### src/rtl/haze_pkg.sv
// Shared definitions for the haze-removal output path.
//   - default image geometry and pixel width
//   - AXI4-Stream data width
//   - rgb888_t: recovered pixel {r, g, b}
package haze_pkg;

    localparam int IMG_WIDTH_DEF  = 512;
    localparam int IMG_HEIGHT_DEF = 512;
    localparam int PIX_W          = 24;
    localparam int FRAME_PIXELS   = IMG_WIDTH_DEF * IMG_HEIGHT_DEF;
    localparam int AXIS_DATA_W    = 32;

    typedef struct packed {
        logic [7:0] r;
        logic [7:0] g;
        logic [7:0] b;
    } rgb888_t;

endpackage

### src/rtl/axis_output_framer_if.sv
// AXI4-Stream link carrying one packed pixel per beat.
//   tdata  : AXIS_DATA_W-bit beat
//   tvalid : beat valid (master)
//   tready : sink ready (slave)
//   tlast  : last beat of a frame (master)
interface axis_output_framer_if;
    import haze_pkg::*;

    logic [AXIS_DATA_W-1:0] tdata;
    logic                   tvalid;
    logic                   tready;
    logic                   tlast;

    modport master (output tdata, output tvalid, output tlast, input tready);
    modport slave  (input tdata, input tvalid, input tlast, output tready);

endinterface

### src/rtl/axis_output_framer_sync_fifo.sv
// Synchronous FIFO with a show-ahead output register.
//   clk, rst          : clock, synchronous active-high reset
//   wr_en, wr_data    : push request and data
//   rd_en             : pop the presented word (ignored while rd_valid=0)
//   rd_data, rd_valid : presented head-of-queue word
//   level             : occupancy, output register included
//   full              : level == DEPTH
// Total capacity is DEPTH: the output register holds one word and the RAM
// holds at most DEPTH-1, so a DEPTH-entry RAM with natural pointer wrap never
// overruns.
module sync_fifo #(
    parameter int DEPTH = 16,
    parameter int WIDTH = 24,
    localparam int AW   = $clog2(DEPTH),
    localparam int LW   = AW + 1
) (
    input  logic             clk,
    input  logic             rst,
    input  logic             wr_en,
    input  logic [WIDTH-1:0] wr_data,
    input  logic             rd_en,
    output logic [WIDTH-1:0] rd_data,
    output logic             rd_valid,
    output logic [LW-1:0]    level,
    output logic             full
);

    logic [WIDTH-1:0] mem [DEPTH];
    logic [AW-1:0]    wr_ptr;
    logic [AW-1:0]    rd_ptr;
    logic             pop;
    logic             wr_ok;
    logic             ram_empty;
    logic             load_out;
    logic             take_ram;
    logic             bypass;
    logic             ram_wr;

    always_comb begin
        full      = (level == LW'(DEPTH));
        pop       = rd_en & rd_valid;
        // a full FIFO still accepts a write when the head is leaving
        wr_ok     = wr_en & (~full | pop);
        ram_empty = (level == LW'(rd_valid));
        load_out  = ~rd_valid | pop;
        take_ram  = load_out & ~ram_empty;
        // empty RAM and a free output slot: new word goes straight to output
        bypass    = load_out & ram_empty & wr_ok;
        ram_wr    = wr_ok & ~bypass;
    end

    always_ff @(posedge clk) begin
        if (ram_wr) begin
            mem[wr_ptr] <= wr_data;
        end
    end

    always_ff @(posedge clk) begin
        if (rst) begin
            wr_ptr   <= '0;
            rd_ptr   <= '0;
            rd_data  <= '0;
            rd_valid <= 1'b0;
            level    <= '0;
        end else begin
            if (ram_wr) begin
                wr_ptr <= wr_ptr + AW'(1);
            end
            if (take_ram) begin
                rd_data  <= mem[rd_ptr];
                rd_ptr   <= rd_ptr + AW'(1);
                rd_valid <= 1'b1;
            end else if (bypass) begin
                rd_data  <= wr_data;
                rd_valid <= 1'b1;
            end else if (load_out) begin
                rd_valid <= 1'b0;
            end
            level <= level + LW'(wr_ok) - LW'(pop);
        end
    end

endmodule

### src/rtl/axis_output_framer.sv
// Output framer: buffers recovered pixels and emits them as a 32-bit
// AXI4-Stream with TLAST on the final pixel of each frame.
//   clk, rst          : clock, synchronous active-high reset
//   in_valid, in_pixel: recovered pixel {R,G,B} from the upstream stage
//   m_axis            : AXI4-Stream master (tdata = {8'h00,R,G,B})
//   fifo_level        : buffered pixels, output register included
//   overflow          : sticky, a pixel arrived while the FIFO was full
//   frame_done        : one-cycle pulse after each TLAST handshake
module axis_output_framer #(
    parameter int IMG_WIDTH  = haze_pkg::IMG_WIDTH_DEF,
    parameter int IMG_HEIGHT = haze_pkg::IMG_HEIGHT_DEF,
    parameter int FIFO_DEPTH = 16,
    parameter int PIX_W      = haze_pkg::PIX_W,
    localparam int LW        = $clog2(FIFO_DEPTH) + 1
) (
    input  logic                 clk,
    input  logic                 rst,
    input  logic                 in_valid,
    input  logic [PIX_W-1:0]     in_pixel,
    axis_output_framer_if.master m_axis,
    output logic [LW-1:0]        fifo_level,
    output logic                 overflow,
    output logic                 frame_done
);
    import haze_pkg::*;

    localparam int FRAME = IMG_WIDTH * IMG_HEIGHT;
    localparam int CW    = $clog2(FRAME);

    logic [PIX_W-1:0] rd_data;
    logic             rd_valid;
    logic             full;
    logic             handshake;
    logic [CW-1:0]    beat_cnt;
    logic             last_beat;
    rgb888_t          out_pix;

    sync_fifo #(
        .DEPTH (FIFO_DEPTH),
        .WIDTH (PIX_W)
    ) u_fifo (
        .clk      (clk),
        .rst      (rst),
        .wr_en    (in_valid),
        .wr_data  (in_pixel),
        .rd_en    (m_axis.tready),
        .rd_data  (rd_data),
        .rd_valid (rd_valid),
        .level    (fifo_level),
        .full     (full)
    );

    assign out_pix   = rd_data;
    assign last_beat = (beat_cnt == CW'(FRAME - 1));
    assign handshake = rd_valid & m_axis.tready;

    assign m_axis.tvalid = rd_valid;
    assign m_axis.tdata  = {8'h00, out_pix.r, out_pix.g, out_pix.b};
    // beat_cnt only moves on a handshake, so tlast is stable while stalled
    assign m_axis.tlast  = rd_valid & last_beat;

    always_ff @(posedge clk) begin
        if (rst) begin
            beat_cnt   <= '0;
            frame_done <= 1'b0;
            overflow   <= 1'b0;
        end else begin
            frame_done <= handshake & last_beat;
            if (handshake) begin
                beat_cnt <= last_beat ? '0 : beat_cnt + CW'(1);
            end
            if (in_valid & full & ~handshake) begin
                overflow <= 1'b1;
            end
        end
    end

endmodule

### src/flat_wrapper.sv
// flat-port wrapper written by rule: the top's interface ports become plain ports
module axis_output_framer_flat import haze_pkg::*;
#(
    parameter int IMG_WIDTH  = haze_pkg::IMG_WIDTH_DEF,
    parameter int IMG_HEIGHT = haze_pkg::IMG_HEIGHT_DEF,
    parameter int FIFO_DEPTH = 16,
    parameter int PIX_W      = haze_pkg::PIX_W,
    localparam int LW        = $clog2(FIFO_DEPTH) + 1
)
  (clk, rst, in_valid, in_pixel, fifo_level, overflow, frame_done, m_axis_tdata, m_axis_tvalid, m_axis_tlast, m_axis_tready);
  axis_output_framer_if m_axis_i ();
  input  logic clk;
  input  logic rst;
  input  logic in_valid;
  input  logic [PIX_W-1:0] in_pixel;
  output logic [LW-1:0] fifo_level;
  output logic overflow;
  output logic frame_done;
  output wire logic [$bits(m_axis_i.tdata)-1:0] m_axis_tdata;
  output wire logic [$bits(m_axis_i.tvalid)-1:0] m_axis_tvalid;
  output wire logic [$bits(m_axis_i.tlast)-1:0] m_axis_tlast;
  input wire logic [$bits(m_axis_i.tready)-1:0] m_axis_tready;
  assign m_axis_tdata = m_axis_i.tdata;
  assign m_axis_tvalid = m_axis_i.tvalid;
  assign m_axis_tlast = m_axis_i.tlast;
  assign m_axis_i.tready = m_axis_tready;
  axis_output_framer #(.IMG_WIDTH(IMG_WIDTH), .IMG_HEIGHT(IMG_HEIGHT), .FIFO_DEPTH(FIFO_DEPTH), .PIX_W(PIX_W)) u_core (.clk(clk), .rst(rst), .in_valid(in_valid), .in_pixel(in_pixel), .m_axis(m_axis_i), .fifo_level(fifo_level), .overflow(overflow), .frame_done(frame_done));
endmodule
### config.mk
export PLATFORM = sky130hd
export DESIGN_NAME = axis_output_framer_flat
export DESIGN_NICKNAME = d
export VERILOG_FILES = /design/src/rtl/haze_pkg.sv /design/src/rtl/axis_output_framer_if.sv /design/src/rtl/axis_output_framer_sync_fifo.sv /design/src/rtl/axis_output_framer.sv /design/src/flat_wrapper.sv
export SDC_FILE = /design/constraint.sdc
export NUM_CORES = 1
export LEC_CHECK = 0
export CORE_MARGIN = 5
export CORE_UTILIZATION = 23
export DETAILED_ROUTE_END_ITERATION = 6
export PLACE_DENSITY = 0.38
export SLEW_MARGIN = 20
export SYNTH_ARGS = -nofsm -noshare
export SYNTH_HDL_FRONTEND = slang
export SYNTH_HIERARCHICAL = 1
export SYNTH_SLANG_ARGS = --single-unit
### constraint.sdc
create_clock -name clk -period 6 [get_ports clk]
set_clock_uncertainty 0.05 [all_clocks]
set_input_delay 0.9 -clock clk [delete_from_list [all_inputs] [get_ports clk]]
set_output_delay 0.9 -clock clk [all_outputs]
set_load 0.005 [all_outputs]
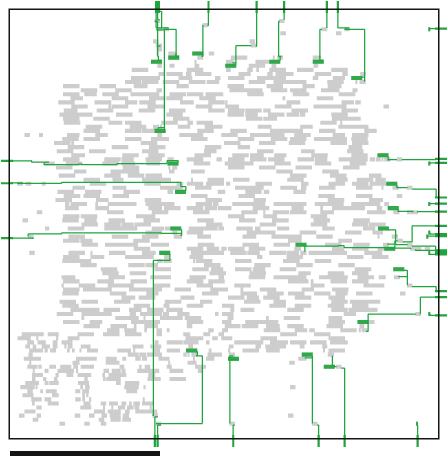
(I/O nets highlighted)
Scale bar: 100 um.
`m_axis_tdata` -> green  # direction output, edge 15 east, 8 north, 6 south, 3 west, end cells 32, buffers 24, wire 1610 um
buffers added on ports: 60
I/O pin count: 69

==> PnR_summary.wiki <==
=== Physical design figures ===
{| class="wikitable"
! Metric !! Value
|-
| Max VDD drop || 0.2101 mV
|-
| Clock tree from TritonCTS || yes
|-
| Area post-placement || 19320 um^2
|-
| Met2 Track Usage GR || approximately 16%
|-
| Die Y || 286.2 um
|-
| Final period utilization || between 50% and 60%
|-
| Die width || 286.2 um
|-
| Outcome || finished clean
|-
| Post-synthesis sequential area ratio || 72.81%
|-
| Leak pwr || 6.491 nW
|-
| CP Buf/Inv Count || 1
|-
| Deepest level of the CTS H-tree || 2
|-
| Vias in the first global route || approximately 9200
|-
| Power per standard cell area || 391.1 nW/um^2
|-
| WL met2 || ~20000 um
|-
| Flop2flop setup slack || 2.98 ns
|-
| FF-to-FF path depth || 4
|-
| Hold slack || 0.4420 ns
|-
| Inverters, non-clock || 10
|-
| Count of warnings emitted by yosys || 6
|-
| Share of layout cells above drive strength 1 || roughly a quarter
|-
| Number of cells on the critical path || 4
|-
| Post-Syn Instances || ~900
|-
| Flip-flops with a built-in enable || 384
|-
| Worst slew pin tran || just over 1 ns
|-
| Met1 track demand over resource in global routing || 15.55%
|-
| Flop share of the area || 60.44%
|-
| Overflow left after global routing || 0
|-
| Synth top area share || approximately two thirds
|-
| Reg2reg start || u_core/u_fifo/rd_valid
|-
| Uppermost signal routing layer after detailed routing || met4
|-
| Area of all placed cells without fillers || about 21000 um^2
|-
| Category of the most critical setup path || flip-flop to primary output
|-
| Post-synthesis sequential element count || between 400 and 500
|-
| RSZ-0062 raised after global routing || false
|-
| Main area contributors || edfxtp_1, mux4_2, dfxtp_1, mux2i_1, mux2_2
|-
| # setup viols final || 0
|-
| Synthesized-area fraction occupied by adder cells || 0.8987%
|-
| DRC violations left || 0
|-
| Post-synthesis simple-gate area fraction || 4.201%
|-
| Worst stage delay on the critical path || 0.55 ns
|-
| Buffers inserted by post-CTS timing repair || 0
|-
| Ao+oa area frac || 2.161%
|-
| Storage cell area || 12780 um^2
|-
| Floorplan core density || 23.14%
|-
| Final layout net count || 1024
|-
| Data arrival time of the critical path || 2.50 ns
|-
| Met3 routed WL || 1951 um
|-
| Maximum number of pins on one net before global-route repair || ~66
|-
| Clk sink count || 446
|-
| Largest buffer count on any clock path || 3
|-
| Cell taking the most area after synthesis || edfxtp_1
|-
| Count of plain and timing-repair buffers || 75
|-
| Final non-clock buffer share || 3.431%
|-
| Die area || 81900 um^2
|-
| Top class by area || registers
|-
| Synthesized-area fraction occupied by xor and xnor cells || 0.9985%
|-
| Number of hold-slack violations in the final timing report || 0
|-
| Number of warning messages in the logs || 30
|-
| # clk buffers || ~65
|}
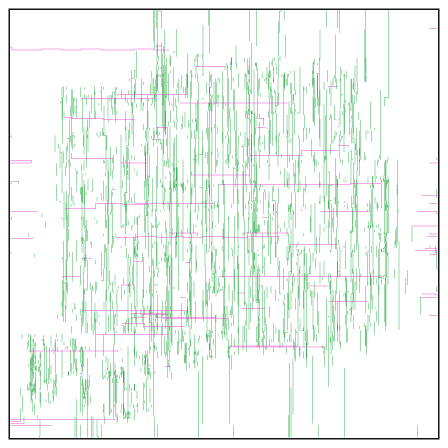
(metal layers overlaid)
Only two layers are drawn.
metal 2 -> green  # wire length 19600 um
metal 3 -> magenta  # wire length 1950 um
Overall Global Routing Usage: 10.63%
detailed-route wire length per cell: 21.73 um
Total Wirelength: 43570 um

power breakdown:
| part | total (mW) | switching [mW] | internal [mW] | leakage (nW) |
|---|---|---|---|---|
| registers | 3.73 | 0.162 | 3.57 | 3.97 |
| clock network | 3.35 | 1.26 | 2.09 | 0.905 |
| logic | 1.19 | 0.628 | 0.560 | 1.61 |
sequential cells by signal, indices dropped and copies added, names as in the netlist, named ones only:
register,flops
u_core/beat_cnt,18
u_core/frame_done,1
u_core/overflow,1
u_core/u_fifo/level,5
u_core/u_fifo/mem,384
u_core/u_fifo/rd_data,24
u_core/u_fifo/rd_ptr,4
u_core/u_fifo/rd_valid,1
u_core/u_fifo/wr_ptr,4
placed cells by master, fill, tap and decap left out, types with 11 or more instances in the layout:
master,instances
mux4_2,96
mux2i_1,50
nand3_1,13
mux2_2,25
nor2_4,13
clkinv_2,15
nand2_1,36
ha_1,11
nor2_1,31
edfxtp_1,384
dfxtp_1,59
buf_4,14
o221ai_1,24
clkbuf_16,53
clkdlybuf4s50_1,60
path summary, 6_finish.rpt:
check | endpoint
worst max-delay path | m_axis_tlast
worst min-delay path | u_core/overflow
worst max register to register | u_core/u_fifo/mem[15][10]
worst min register to register | u_core/overflow
through the flow:
stage | util (%) | instances | setup slack, ns
after floorplan | - | 909 | 2.281
after global placement | 25.48 | 1909 | 1.961
after detailed placement | 25.48 | 1909 | 1.999
after CTS | 27.89 | 2004 | 2.470
after global routing | 27.89 | 2004 | 2.418
final | 27.90 | 2005 | 2.552
kinds of logic (layout without fill, tap and decap cells):
logic type | Yosys count | after routing
flops | 446 | 446
other cells | 1 | 9
compound gates | 45 | 45
mux | 172 | 172
simple gates | 143 | 143
fa+ha+maj | 12 | 12
xor+xnor | 20 | 20
buf+inv | 63 | 180
Power and IR drop assume default switching activity.
